--- config.mk ---
export PLATFORM = sky130hd
export DESIGN_NAME = a_b_req_sink
export DESIGN_NICKNAME = d
export VERILOG_FILES = /design/src/rtl/a_b_req_pkg.sv /design/src/rtl/a_b_req_fifo.sv /design/src/rtl/a_b_req_sink.sv
export SDC_FILE = /design/constraint.sdc
export NUM_CORES = 1
export LEC_CHECK = 0
export CAP_MARGIN = 20
export CORE_AREA = 2 2 118 205
export DETAILED_ROUTE_END_ITERATION = 7
export DIE_AREA = 0 0 120 207
export GPL_ROUTABILITY_DRIVEN = 0
export MAX_ROUTING_LAYER = met4
export PLACE_DENSITY = 0.49
export SYNTH_ARGS = -nofsm -noshare
export SYNTH_HDL_FRONTEND = slang
export SYNTH_SLANG_ARGS = --single-unit
--- constraint.sdc ---
create_clock -name clk -period 3.58 [get_ports clk]
set_input_delay 0.358 -clock clk [delete_from_list [all_inputs] [get_ports clk]]
set_output_delay 0.358 -clock clk [all_outputs]
set_load 0.005 [all_outputs]
--- src/rtl/a_b_req_pkg.sv ---
// Shared widths, request record and FSM state encoding for the A/B request sink.
package a_b_req_pkg;

  localparam int ADDR_W = 12;
  localparam int LEN_W  = 4;
  localparam int DATA_W = 24;

  typedef struct packed {
    logic [ADDR_W-1:0] addr;
    logic [LEN_W-1:0]  len;
  } req_t;

  typedef enum logic {
    IDLE   = 1'b0,
    ACTIVE = 1'b1
  } state_t;

endpackage

--- src/rtl/a_b_req_fifo.sv ---
// Flop-based request FIFO with a combinational head. Zero-latency read, one-cycle write.
// A push while full is ignored unless a pop happens in the same cycle.
module a_b_req_fifo
  import a_b_req_pkg::*;
#(
  parameter int DEPTH = 4
) (
  input  logic                     clk,
  input  logic                     rst_n,
  input  logic                     push,
  input  req_t                     push_dat,
  input  logic                     pop,
  output req_t                     head,
  output logic                     full,
  output logic                     empty,
  output logic [$clog2(DEPTH):0]   count
);

  localparam int AW = $clog2(DEPTH);
  localparam int CW = AW + 1;

  req_t          mem_q [DEPTH];
  req_t          mem_d [DEPTH];
  logic [AW-1:0] wr_ptr_q, wr_ptr_d;
  logic [AW-1:0] rd_ptr_q, rd_ptr_d;
  logic [CW-1:0] count_q, count_d;
  logic          do_push, do_pop;

  assign full  = (count_q == CW'(DEPTH));
  assign empty = (count_q == '0);
  assign head  = mem_q[rd_ptr_q];
  assign count = count_q;

  always_comb begin
    do_pop   = pop && !empty;
    // Freeing a slot in the same cycle makes room for a push into a full FIFO.
    do_push  = push && (!full || do_pop);
    mem_d    = mem_q;
    wr_ptr_d = wr_ptr_q;
    rd_ptr_d = rd_ptr_q;
    if (do_push) begin
      mem_d[wr_ptr_q] = push_dat;
      wr_ptr_d        = wr_ptr_q + 1'b1;
    end
    if (do_pop) begin
      rd_ptr_d = rd_ptr_q + 1'b1;
    end
    count_d = count_q + CW'(do_push) - CW'(do_pop);
  end

  always_ff @(posedge clk or negedge rst_n) begin
    if (!rst_n) begin
      for (int i = 0; i < DEPTH; i++) begin
        mem_q[i] <= '0;
      end
      wr_ptr_q <= '0;
      rd_ptr_q <= '0;
      count_q  <= '0;
    end else begin
      mem_q    <= mem_d;
      wr_ptr_q <= wr_ptr_d;
      rd_ptr_q <= rd_ptr_d;
      count_q  <= count_d;
    end
  end

endmodule

--- src/rtl/a_b_req_sink.sv ---
// Binds queued A-side requests to B-side data beats and emits sequential memory writes.
// Outputs registered (latency 1); never stalls: orphan beats and overflowing requests are flagged and dropped.
module a_b_req_sink
  import a_b_req_pkg::*;
#(
  parameter int REQ_DEPTH = 4
) (
  input  logic                         clk,
  input  logic                         rst_n,
  input  logic                         Valid_Addr,
  input  logic [11:0]                  Address,
  input  logic [3:0]                   Length,
  input  logic                         Valid_Data,
  input  logic [23:0]                  Data,
  output logic                         wr_en,
  output logic [11:0]                  wr_addr,
  output logic [23:0]                  wr_data,
  output logic                         burst_done,
  output logic                         busy,
  output logic [$clog2(REQ_DEPTH):0]   req_count,
  output logic                         err_orphan,
  output logic                         err_overflow
);

  localparam int CW = $clog2(REQ_DEPTH) + 1;

  state_t            state_q, state_d;
  logic [ADDR_W-1:0] cur_addr_q, cur_addr_d;
  logic [LEN_W-1:0]  beats_left_q, beats_left_d;
  logic              wr_en_q, wr_en_d;
  logic [ADDR_W-1:0] wr_addr_q, wr_addr_d;
  logic [DATA_W-1:0] wr_data_q, wr_data_d;
  logic              burst_done_q, burst_done_d;
  logic              busy_q, busy_d;
  logic              err_orphan_q, err_orphan_d;
  logic              err_overflow_q, err_overflow_d;

  req_t          fifo_head, take_req, in_req;
  logic          fifo_full, fifo_empty;
  logic [CW-1:0] fifo_count, count_next;
  logic          push, pop, take, bypass, push_ok;

  assign in_req = '{addr: Address, len: Length};

  a_b_req_fifo #(.DEPTH(REQ_DEPTH)) u_fifo (
    .clk      (clk),
    .rst_n    (rst_n),
    .push     (push),
    .push_dat (in_req),
    .pop      (pop),
    .head     (fifo_head),
    .full     (fifo_full),
    .empty    (fifo_empty),
    .count    (fifo_count)
  );

  always_comb begin
    state_d        = state_q;
    cur_addr_d     = cur_addr_q;
    beats_left_d   = beats_left_q;
    wr_en_d        = 1'b0;
    wr_addr_d      = wr_addr_q;
    wr_data_d      = wr_data_q;
    burst_done_d   = 1'b0;
    err_orphan_d   = 1'b0;
    take           = 1'b0;
    bypass         = 1'b0;
    pop            = 1'b0;
    take_req       = fifo_head;

    case (state_q)
      IDLE: begin
        if (Valid_Data) begin
          if (!fifo_empty) begin
            take = 1'b1;
            pop  = 1'b1;
          end else if (Valid_Addr) begin
            // Request and its first beat arrive together: skip the queue.
            take     = 1'b1;
            bypass   = 1'b1;
            take_req = in_req;
          end else begin
            err_orphan_d = 1'b1;
          end
        end
        if (take) begin
          wr_en_d   = 1'b1;
          wr_addr_d = take_req.addr;
          wr_data_d = Data;
          if (take_req.len == '0) begin
            burst_done_d = 1'b1;
          end else begin
            state_d      = ACTIVE;
            cur_addr_d   = take_req.addr + 1'b1;
            beats_left_d = take_req.len;
          end
        end
      end
      ACTIVE: begin
        if (Valid_Data) begin
          wr_en_d      = 1'b1;
          wr_addr_d    = cur_addr_q;
          wr_data_d    = Data;
          cur_addr_d   = cur_addr_q + 1'b1;
          beats_left_d = beats_left_q - 1'b1;
          if (beats_left_q == LEN_W'(1)) begin
            burst_done_d = 1'b1;
            state_d      = IDLE;
          end
        end
      end
      default: state_d = IDLE;
    endcase

    push           = Valid_Addr && !bypass;
    push_ok        = push && (!fifo_full || pop);
    err_overflow_d = push && !push_ok;
    count_next     = fifo_count + CW'(push_ok) - CW'(pop);
    busy_d         = (state_d == ACTIVE) || (count_next != '0);
  end

  always_ff @(posedge clk or negedge rst_n) begin
    if (!rst_n) begin
      state_q        <= IDLE;
      cur_addr_q     <= '0;
      beats_left_q   <= '0;
      wr_en_q        <= 1'b0;
      wr_addr_q      <= '0;
      wr_data_q      <= '0;
      burst_done_q   <= 1'b0;
      busy_q         <= 1'b0;
      err_orphan_q   <= 1'b0;
      err_overflow_q <= 1'b0;
    end else begin
      state_q        <= state_d;
      cur_addr_q     <= cur_addr_d;
      beats_left_q   <= beats_left_d;
      wr_en_q        <= wr_en_d;
      wr_addr_q      <= wr_addr_d;
      wr_data_q      <= wr_data_d;
      burst_done_q   <= burst_done_d;
      busy_q         <= busy_d;
      err_orphan_q   <= err_orphan_d;
      err_overflow_q <= err_overflow_d;
    end
  end

  assign wr_en        = wr_en_q;
  assign wr_addr      = wr_addr_q;
  assign wr_data      = wr_data_q;
  assign burst_done   = burst_done_q;
  assign busy         = busy_q;
  assign req_count    = fifo_count;
  assign err_orphan   = err_orphan_q;
  assign err_overflow = err_overflow_q;

endmodule

==> impl_metrics.ini <==
; flow metrics
[outcome]
outcome = finished clean

[sta]
tns_ps = 0
setup_violations = 0
slew_viol_final = 0
period_needed_ps = 2899
max_freq_mhz = 344.9
hold_viol_final = 0
rsz0062_at_grt = false
tightest_slew_ps = 880.5
period_used_share = 0.8098
max_slew_margin = 0.4130

[global_routing]
grt_max_degree = 67
grt_pass1_wl_um = 24940
overflow = 0
grt_pass1_vias = 4701
antenna_found_initial = 0

[cells_and_area]
nNetsFinal = 687
syn_to_final_growth_pct = 29.99
antennaDiodeCount = 0
lay_top_count = nand2_1
layout_top_cells = nand2_1 (131), dfrtp_1 (129), clkdlybuf4s50_1 (86), mux2_2 (61), o21ai_0 (33)
drive_above_1_share = 0.2037

[logic_synthesis]
ys_sh_xor = 0.01423
compound_area_frac = 0.08987
synth.cell_area_um2 = 6153
ys_sh_mux = 0.1781
syn_inst = 537
async_reset_ff_frac = 1.000
syn-num-nets = 594
logic_family = multiplexers
ys_seq_elements = 129
yosys_area_um2 = 6153
synth.distinct_cells = 49
synth.avg_cell_area_um2 = 11.46
adder_share = 0.02887
synth_warnings = 0
ys.flop_type = dfrtp_1
edf_count = 0
postSynthSeqShare = 0.5246
synth_stat.cells = 537
simple_gate_share = 0.1291

[worst_setup_path]
cp_cell_sequence = buf_4 -> mux4_1 -> o21ai_0 -> a2bb2oi_1 -> ha_1 -> nand3_1 -> or3_1 -> o211ai_1
crit_slowest_cell = dfrtp_1
crit_path_end_kind = register
startpoint = u_fifo.rd_ptr_q[0]
worstPathMaxFanout = 13
path_buffers = 1
timing.critical_path.arrival_ps = 3230
critPathLaunchType = register
r2r_end = cur_addr_q[10]
crit_path_max_incr_delay_ps = 550
rr_startpoint = u_fifo.rd_ptr_q[0]
cp.depth = 8
critPathKind = register to register
crit_path_end = cur_addr_q[10]
cp_top_family = AND-OR/OR-AND gates
worst-r2r-setup-slack_ps = 680
reg2reg_depth = 8
cp_data_required_time_ps = 3910

[floorplan]
dieArea_um2 = 24840
die_h_um = 207
ios = 88
core_area_um2 = 23240
num_rows = 74
dieWidth_um = 120
fp_util = 0.2648

[routing]
first_iter_violations = 229
dr.pass1.iters = 4
drc = 0
vias_per_cell = 4.630
ant_nets = 0
wl_per_cell_um = 16.38

[power_and_ir_drop]
ir_drop_v = 0.0003504
p_per_area_nw_per_um2 = 922.0
leakage_nw = 3.434

[clock_network]
cts_sinks = 129
clk_pin_slew_ps = 60
cts_resized = 0
post_cts_buffers = 0
ctsHtreeMaxLevel = 4
cts_tree = yes
cts_buffers = 17
clock_path_buffers = 2
cts_root_buf = clkbuf_16
hold_buffers = 0

[min_path]
hp-class = primary input to asynchronous set/reset pin

[placement]
place_hpwl_um = 11370
portBuffers = 87

[flow_run]
warning_count = 30
cap_violations = 0
how the worst min path moves through the flow:
stage	start	to	cells past startpoint
after floorplan	rst_n	beats_left_q[0]	0
after global placement	wr_data[17]	wr_data[17]	2
after detailed placement	wr_data[11]	wr_data[11]	2
after CTS	rst_n	u_fifo.wr_ptr_q[0]	1
after global routing	rst_n	u_fifo.wr_ptr_q[0]	1
final	rst_n	u_fifo.wr_ptr_q[0]	1
logic make-up (layout without fill, tap and decap cells):
family | count (synthesis) | in the layout
fa+ha+maj | 13 | 13
flops | 129 | 129
xor+xnor | 10 | 10
compound gates | 82 | 82
simple gates | 179 | 179
mux | 80 | 80
buf+inv | 44 | 150
flip-flops by register name, summed over array words and instances, names as in the netlist:
signal	count
wr_en	1
u_fifo.wr_ptr_q	2
u_fifo.rd_ptr_q	2
u_fifo.mem_q	64
u_fifo.count	3
busy	1
beats_left_q	4
wr_addr	12
err_overflow	1
cur_addr_q	12
wr_data	24
err_orphan	1
state_q	1
burst_done	1
synthesized netlist by cell type, types with 3 or more instances:
cell / instances / area share
mux2i_1: 3 / 0.0049
xnor2_1: 7 / 0.010
nor2_1: 13 / 0.0079
buf_1: 3 / 0.0018
a2bb2oi_1: 8 / 0.011
o21ai_0: 33 / 0.027
nand3_1: 7 / 0.0057
nor2b_1: 3 / 0.0031
o31a_1: 3 / 0.0043
mux4_1: 5 / 0.021
dfrtp_1: 129 / 0.52
xor2_1: 3 / 0.0043
ha_1: 11 / 0.022
nand2_1: 131 / 0.080
a31oi_1: 18 / 0.018
buf_2: 7 / 0.0057
clkbuf_1: 13 / 0.0079
and2_1: 3 / 0.0031
mux2_2: 61 / 0.11
or3_1: 4 / 0.0041
a21oi_1: 6 / 0.0049
buf_4: 3 / 0.0037
mux4_2: 11 / 0.040
inv_1: 14 / 0.0085
nor3_1: 6 / 0.0049
layer usage:
layer | vias up | global-route usage | share of wire
li1 | 2076 | - | -
met1 | 2181 | 0.1353 | 0.38
met2 | 103 | 0.2408 | 0.55
met3 | 25 | 0.01982 | 0.029
met4 | 0 | 0.07181 | 0.037
met5 | - | - | 0
report_power, final:
part	internal, W	switching (W)
registers	0.00212	0.000455
clock network	0.00116	0.000664
logic	0.00157	0.00141
total	0.00485	0.00253
stage by stage:
step           cells  power, W  worst slack (ps)  hold WS [ps]  area, um2
2_1_floorplan    537  0.004576             876.1         62.41       6153
3_3_place_gp     915  0.005495             556.5         451.4       7375
3_5_place_dp     915  0.005618             379.2         454.3       7375
4_1_cts          947  0.007478             643.1         86.71       7999
5_1_grt          947  0.007912             439.5         118.5       7999
6_report         947  0.007375             681.0         40.52       7999
cell type report:
| type | count | area, um2 |
|---|---|---|
| sequential | 129 | 3228 |
| multi-input combinational | 364 | 2709 |
| clock inverter | 11 | 153.9 |
| inverter | 15 | 56.30 |
| timing repair buffer | 103 | 1001 |
| tap | 304 | 380.4 |
| clock buffer | 21 | 470.5 |
| fill | 2272 | 15240 |
Clock wires, drivers and flops:
(2 px per um)
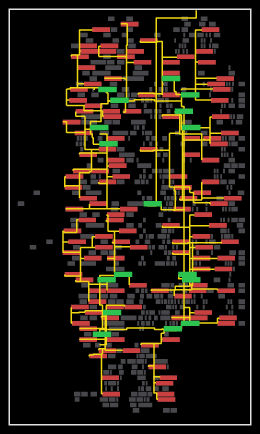
- flip-flops: red (count 129)
- clock wires: yellow (length 1880 um)
- clock-net drivers: green (count 17)
- routed clock nets: 18
Clock Skews: 11.48 ps
clock latency on the worst-skew pair: 410 ps
clock distribution power: 0.00182 W
clock power share: 0.247

Metal 4:
(2 px per um) Cells faint in the background.
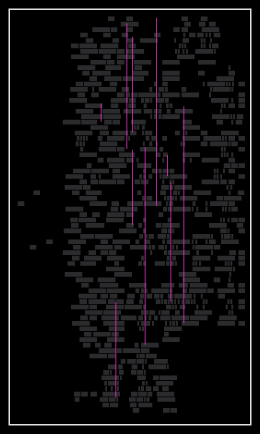
- main direction: vertical
- nets with wire on the layer: 8
final wirelength: 15520 um
Via Count: 4385

Routing congestion map:
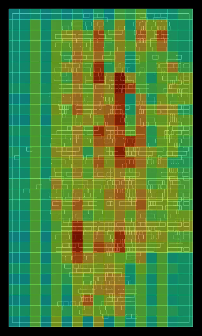
met3 usage: 0.01982
Layout Utilization: 0.3442
Total GRT Usage: 0.1331
GRT met1 Usage: 0.1353

Power is estimated from default activity; no workload was simulated.
